run_1/drive_strength.png
(4 px per um)
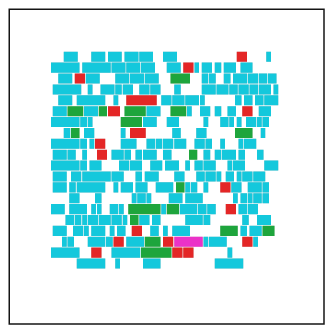
run_1/met3.png
(4 px per um)
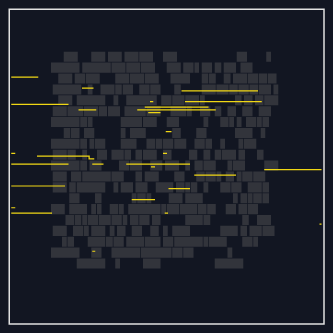
run_1/wire_density.png
(4 px per um) The die is cut into 16 by 16 equal tiles; dark purple is low, yellow is high, scaled to the fullest tile. Values are wire area over tile area, all layers added.
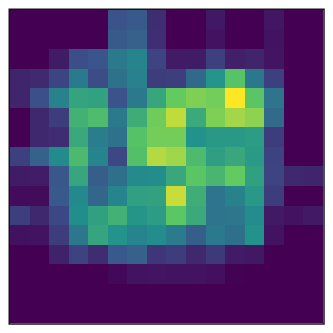
run_1/cell_classes.png
(6 px per um)
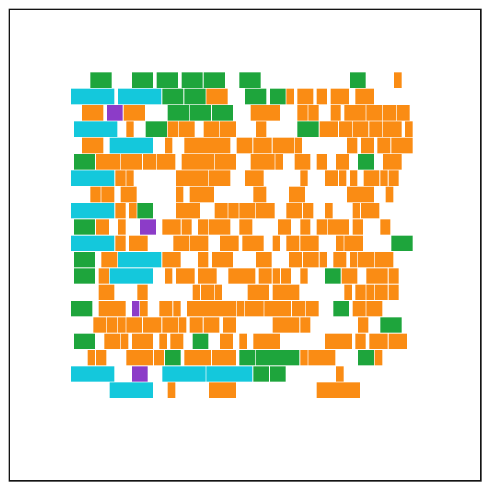
$ cat config.mk
export PLATFORM = sky130hd
export DESIGN_NAME = cs_output_arbiter
export DESIGN_NICKNAME = d
export VERILOG_FILES = /design/src/rtl/cs_output_arbiter.sv
export SDC_FILE = /design/constraint.sdc
export NUM_CORES = 1
export LEC_CHECK = 0
export CORE_MARGIN = 10
export CORE_UTILIZATION = 50
export DETAILED_ROUTE_END_ITERATION = 7
export PLACE_DENSITY = 0.77
export SLEW_MARGIN = 20
export SYNTH_ARGS = -nofsm -noshare
export SYNTH_HDL_FRONTEND = slang
export SYNTH_SLANG_ARGS = --single-unit
$ cat constraint.sdc
create_clock -name clk_i -period 3.5 [get_ports clk_i]
set_input_delay 0.7 -clock clk_i [delete_from_list [all_inputs] [get_ports clk_i]]
set_output_delay 0.7 -clock clk_i [all_outputs]
set_load 0.03 [all_outputs]
$ cat src/rtl/cs_output_arbiter.sv
// Round-robin packet arbiter for one crossbar output port (N,S,W,E,L).
// Optional stall timeout is enabled with `define CS_ARB_TIMEOUT_EN.
module cs_output_arbiter #(
    parameter int unsigned TIMEOUT_CYCLES = 64
) (
    input  logic       clk_i,
    input  logic       rst_i,
    input  logic [4:0] req_i,
    input  logic [4:0] tail_i,
    input  logic       out_ready_i,
    output logic [4:0] grant_o,
    output logic [2:0] sel_o,
    output logic       xfer_o,
    output logic       busy_o,
    output logic       timeout_o
);

    typedef enum logic {
        IDLE,
        LOCKED
    } state_e;

    localparam logic [2:0] SEL_NONE = 3'b111;

    state_e     state_q;
    logic [2:0] ptr_q;
    logic [4:0] grant_q;
    logic [2:0] sel_q;
    logic       busy_q;
    logic       timeout_q;

    logic       pick_v;
    logic [2:0] pick;
    logic [3:0] idx;
    logic       tail_g;
    logic       xfer;
    logic [2:0] ptr_d;

    // Search starts at ptr and wraps modulo 5.
    always_comb begin
        pick_v = 1'b0;
        pick   = 3'd0;
        idx    = 4'd0;
        for (int i = 0; i < 5; i++) begin
            idx = {1'b0, ptr_q} + 4'(i);
            if (idx >= 4'd5) idx = idx - 4'd5;
            if (!pick_v && req_i[idx[2:0]]) begin
                pick_v = 1'b1;
                pick   = idx[2:0];
            end
        end
    end

    assign xfer   = (|(grant_q & req_i)) & out_ready_i;
    assign tail_g = |(grant_q & tail_i);
    assign ptr_d  = (sel_q == 3'd4) ? 3'd0 : sel_q + 3'd1;

`ifdef CS_ARB_TIMEOUT_EN
    logic [7:0] cnt_q;
    logic       expire;

    assign expire = (cnt_q == 8'(TIMEOUT_CYCLES - 1));
`else
    logic unused_timeout_param;

    assign unused_timeout_param = |TIMEOUT_CYCLES;
`endif

    always_ff @(posedge clk_i) begin
        if (rst_i) begin
            state_q   <= IDLE;
            ptr_q     <= 3'd0;
            grant_q   <= 5'd0;
            sel_q     <= SEL_NONE;
            busy_q    <= 1'b0;
            timeout_q <= 1'b0;
`ifdef CS_ARB_TIMEOUT_EN
            cnt_q     <= 8'd0;
`endif
        end else begin
            timeout_q <= 1'b0;
            unique case (state_q)
                IDLE: begin
                    if (pick_v) begin
                        state_q <= LOCKED;
                        grant_q <= 5'(1) << pick;
                        sel_q   <= pick;
                        busy_q  <= 1'b1;
`ifdef CS_ARB_TIMEOUT_EN
                        cnt_q   <= 8'd0;
`endif
                    end
                end
                LOCKED: begin
                    if (xfer) begin
`ifdef CS_ARB_TIMEOUT_EN
                        cnt_q <= 8'd0;
`endif
                        if (tail_g) begin
                            state_q <= IDLE;
                            ptr_q   <= ptr_d;
                            grant_q <= 5'd0;
                            sel_q   <= SEL_NONE;
                            busy_q  <= 1'b0;
                        end
                    end else begin
`ifdef CS_ARB_TIMEOUT_EN
                        // Stall long enough: drop the lock so others progress.
                        if (expire) begin
                            state_q   <= IDLE;
                            ptr_q     <= ptr_d;
                            grant_q   <= 5'd0;
                            sel_q     <= SEL_NONE;
                            busy_q    <= 1'b0;
                            timeout_q <= 1'b1;
                            cnt_q     <= 8'd0;
                        end else begin
                            cnt_q <= cnt_q + 8'd1;
                        end
`endif
                    end
                end
                default: state_q <= IDLE;
            endcase
        end
    end

    assign grant_o   = grant_q;
    assign sel_o     = sel_q;
    assign busy_o    = busy_q;
    assign xfer_o    = xfer;
    assign timeout_o = timeout_q;

endmodule
==> reports/qor.yml, run 1 <==
finish:
  final_cell_mix: "22 x clkdlybuf4s50_1, 17 x nor2_1, 15 x a21oi_1, 13 x inv_1"
  final_common_cell: "clkdlybuf4s50_1"
  largest_reg_flops: 5
logic_synthesis:
  yosys_warnings: 0
  ys_sh_xor: 0.0154
  syn_area_per_cell_um2: 7.73
  top_area_frac: 0.153
  synth.distinct_cells: 61
  synth-compound-area-share: 0.358
  ys.flops: 13
  mux_area_frac: 0.0794
  synth_seq_share: 0.153
  floorplan.nets: 244
  synthArstFlopShare: 0
  topCombFamilyByArea: "AND-OR/OR-AND gates"
clocking:
  clock_sinks: 13
  cts.htree.levels: 1
  hold_buffers: 0
  cts_setup_buffers: 0
  clk_pin_slew_ns: 0.07
pwr:
  sw_frac_of_total: 0.343
  p_seq_mw: 0.165
  p_per_area_nw_per_um2: 197
  power_leader: "sequential cells"
  power.total_mw: 0.409
  seq_power_share: 0.403
  pg_comb_mw: 0.152
  p_sw_mw: 0.140
  leakage_nw: 0.843
  ir_worst_vdd_v: 0.000237
critical_path:
  worstSetupEndpointType: "register"
  path_delay_family: "simple AND/OR/NAND/NOR gates"
  worst-path-buf-inv: 3
  cp_slowest_cell: "or3b_1"
  critPathLaunchType: "register"
  worst-setup-path-type: "reg2reg"
  reg2reg_to: "sel_o[0]$_SDFFE_PP1P_"
  crit_chain: "inv_1, ha_1, inv_1, fa_1, buf_4, a21o_1, a31oi_1, a31oi_1, nor4_2, nand4bb_1, or3b_1, and2_4, a211o_1"
sta:
  slew_headroom: 0.654
  setup_tns_ns: 0
  setup_viol: 0
  whs_ns: 0.495
  drv_slew: 0
  period_used_share: 0.954
  period_needed_ns: 3.34
global_route:
  met2_usage: 0.277
  grt_max_degree: 29
hold_path:
  hp-class: "reg2reg"
  hold_path.startpoint: "busy_o$_SDFFE_PP0P_"
  min_path_cells: 2
flow_run:
  cap_violations: 0
routing:
  avgViaCountPerCell: 6.10
  topRoutingLayerUsed: "met4"
  route.met2.wl_mm: 2.37
  drcViolationCount: 0
  first_pass_iters: 4
placement:
  placed_area_um2: 2030
  port_buffers: 22
status:
  outcome: "finished clean"
floorplan:
  fp_util: 0.514
  fp.dieArea_um2: 6140
Back to the opening pictures, drive_strength.png:
- green: drive 2 (cells 17)
- magenta: drive 6 and up (cells 1)
- red: drive 3 to 4 (cells 18)
- cyan: drive 1 or less (cells 211)
non-clock buffer count: 35
Layout area overhead: 21.8%
post-route setup slack: 0.161 ns
post-layout instance area: 2070 um^2

Back to the opening pictures, met3.png:
- share of all routed wire: 4.4%
- longest straight run: 19.3 um
- nets with wire on the layer: 21
- main direction: horizontal
Total Routed Length: 4.86 mm
DR vias: 1786

Back to the opening pictures, wire_density.png:
- nearly empty tiles: 35%
- emptiest ninth of the die: bottom right
- fullest tile: 0.51
total track usage: 0.159
drt wl/cell: 16.6 um

Back to the opening pictures, cell_classes.png:
- orange: all other logic (cells 195)
- cyan: flip-flops (cells 13)
- purple: clock drivers and dummy loads (cells 4)
- green: other buffers and delay cells (cells 35)
# rows: 21
Util after Layout: 0.626
sequential share of cell area: 0.126
Core ar.: 3310 um^2

## run 1: cells in the mapped netlist (3+ instances only)
cell type	count
nand3_1	4
nand2b_1	9
nor2b_1	10
a211oi_1	6
a211o_1	4
dfxtp_1	13
o21ai_0	5
nor3_1	9
buf_2	3
xnor2_1	3
a21oi_1	16
clkbuf_1	5
inv_1	13
nand2_1	11
nor2_1	18
o211ai_1	3
ha_1	10
a22oi_1	3
a32o_1	4
mux2i_1	9
a21o_1	5
## run 1: final cells by class
class / instances / area [um^2]
multi-input cells: 182 / 1350
fillers: 322 / 1240
repair buffers: 35 / 330
flip-flops and latches: 13 / 262
well taps: 46 / 57.6
inverters: 13 / 48.8
clock buffers: 4 / 26.3
==> run 2, diff against run 1 <==
--- a/config.mk
+++ b/config.mk
@@ -5,6 +5,7 @@
 export SDC_FILE = /design/constraint.sdc
 export NUM_CORES = 1
 export LEC_CHECK = 0
+export ABC_CLOCK_PERIOD_IN_PS = 3500
 export CORE_MARGIN = 10
 export CORE_UTILIZATION = 50
 export DETAILED_ROUTE_END_ITERATION = 7
run_2/wire_density.png
(4 px per um) The die is cut into 16 by 16 equal tiles; dark purple is low, yellow is high, scaled to the fullest tile. Values are wire area over tile area, all layers added.
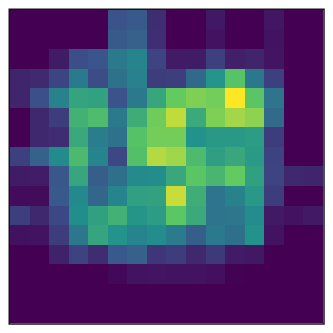
- tiles over half the peak: 22%
- emptiest ninth of the die: bottom right
- fullest tile: 0.51
- nearly empty tiles: 35%

==> run 2 against run 1 <==
Non-clock buffer count unchanged. Die size stayed put. First-iteration DRC count is the same. Final cell count unchanged. Count of clock-buffer cells in the layout is the same. Maximum frequency did not move. Wire length unchanged. Core utilization unchanged. Critical endpoint unchanged. Largest cell class unchanged. Highest routed layer unchanged.
==> reports/qor.yml, run 2 <==
status:
  outcome: "finished clean"  # unchanged
routing:
  routedWlPerCell_um: 16.6  # unchanged
  first_pass_iters: 4  # unchanged
  avgViaCountPerCell: 6.10  # unchanged
  ant_nets: 0  # unchanged
  route.met2.wl_mm: 2.37  # unchanged
  vias: 1786  # unchanged
  drcViolationCount: 0  # unchanged
  wl_mm: 4.86  # unchanged
  topRoutingLayerUsed: "met4"  # unchanged
clocking:
  clk_pin_slew_ns: 0.07  # about the same
  hold_buffers: 0  # unchanged
  cts_tree: "yes"  # unchanged
  ctsLongestPathBuffers: 2  # unchanged
  clock_sinks: 13  # unchanged
  cts.htree.levels: 1  # unchanged
  cts_setup_buffers: 0  # unchanged
  cts_root_buf: "clkbuf_4"  # unchanged
critical_path:
  reg2reg_to: "sel_o[0]$_SDFFE_PP1P_"  # unchanged
  worstRegToRegCells: 13  # unchanged
  worst-setup-path-type: "reg2reg"  # unchanged
  critPathLaunchType: "register"  # unchanged
  worstSetupEndpointType: "register"  # unchanged
  endpoint: "sel_o[0]$_SDFFE_PP1P_"  # unchanged
  timing.rr.start: "ptr_q[0]$_SDFFE_PP0P_"  # unchanged
hold_path:
  hp-class: "reg2reg"  # unchanged
  hold_end: "busy_o$_SDFFE_PP0P_"  # unchanged
  min_path_cells: 2  # unchanged
  hold_path.startpoint: "busy_o$_SDFFE_PP0P_"  # unchanged
finish:
  final_util: 0.626  # unchanged
  final_cell_mix: "22 x clkdlybuf4s50_1, 17 x nor2_1, 15 x a21oi_1, 13 x inv_1"  # unchanged
  final_common_cell: "clkdlybuf4s50_1"  # unchanged
  area_delta_synth_final_pct: 21.8  # unchanged
  logic_area_um2: 1350  # unchanged
  regArea_um2: 262  # unchanged
  fillers: 322  # unchanged
  largest_reg_flops: 5  # unchanged
  fin_area_um2: 2070  # unchanged
floorplan:
  rows: 21  # unchanged
  fp_util: 0.514  # unchanged
  coreArea_um2: 3310  # unchanged
  fp.dieArea_um2: 6140  # unchanged
logic_synthesis:
  synth.most_common_cell: "nor2_1"  # unchanged
  ys_sh_xor: 0.0154  # unchanged
  synth-compound-area-share: 0.358  # unchanged
  floorplan.nets: 244  # unchanged
  synthArstFlopShare: 0  # unchanged
  synth_seq_share: 0.153  # unchanged
  ys.flops: 13  # unchanged
  topCombFamilyByArea: "AND-OR/OR-AND gates"  # unchanged
  mux_area_frac: 0.0794  # unchanged
  syn_area_per_cell_um2: 7.73  # unchanged
  synthTopCellsByCount: "18 x nor2_1, 16 x a21oi_1, 13 x dfxtp_1, 13 x inv_1, 11 x nand2_1"  # unchanged
  synth.distinct_cells: 61  # unchanged
  yosys_warnings: 0  # unchanged
  ff_type: "dfxtp_1"  # unchanged
  top_area_frac: 0.153  # unchanged
sta:
  setup_ws_ns: 0.161  # unchanged
  slew_headroom: 0.654  # unchanged
  period_used_share: 0.954  # unchanged
  whs_ns: 0.495  # unchanged
  setup_tns_ns: 0  # unchanged
  finalClockSkew_ns: 0.00375  # unchanged
  hold_viol: 0  # unchanged
  drv_slew: 0  # unchanged
  clock.fmax_ghz: 0.299  # unchanged
  period_needed_ns: 3.34  # unchanged
  tightest_slew_ns: 0.515  # unchanged
  setup_viol: 0  # unchanged
global_route:
  grt_usage: 0.159  # unchanged
  grt_max_degree: 29  # unchanged
pwr:
  p_per_area_nw_per_um2: 197  # unchanged
  seq_power_share: 0.403  # about the same
  pg_comb_mw: 0.152  # about the same
  power.total_mw: 0.409  # unchanged
  p_seq_mw: 0.165  # about the same
  leakage_nw: 0.843  # unchanged
  ir_worst_vdd_v: 0.000237  # unchanged
  power_leader: "sequential cells"  # unchanged
  p_sw_mw: 0.140  # unchanged
  sw_frac_of_total: 0.343  # unchanged
placement:
  placed_area_um2: 2030  # unchanged
  port_buffers: 22  # unchanged
flow_run:
  cap_violations: 0  # unchanged
run_2/met3.png
(4 px per um)
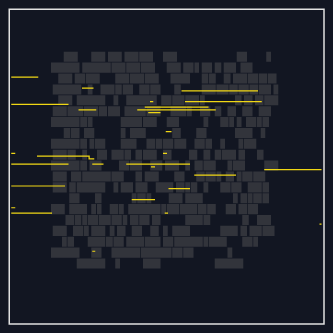
- share of all routed wire: 4.4%
- longest straight run: 19.3 um
- wire length on this layer: 212 um
- nets with wire on the layer: 21
- main direction: horizontal
met3 usage: 0.0228

## run 2: cell counts after synthesis
No cell type changed its count.
## run 2: routing by layer
metal	GRT usage	vias to the layer above
li1	-	888
met1	0.194	848
met2	0.277	40
met3	0.0228	10
met4	0.0538	0
met5	0	-
## run 2: critical path, cell delays in order, from the launching register on
cell       delay (ns)
dfxtp_1          0.33
inv_1            0.14
ha_1             0.17
inv_1            0.04
fa_1             0.40
buf_4            0.18
a21o_1           0.21
a31oi_1          0.24
a31oi_1          0.13
nor4_2           0.36
nand4bb_1        0.17
or3b_1           0.42
and2_4           0.19
a211o_1          0.27
## run 2: area by class of cell
cell class,count,area share
multi-input cells,182,0.651
clock buffers,4,0.0127
flip-flops and latches,13,0.126
inverters,13,0.0235
repair buffers,35,0.159
well taps,46,0.0278
Power figures rest on the tool's default switching activity, not on a simulated workload.
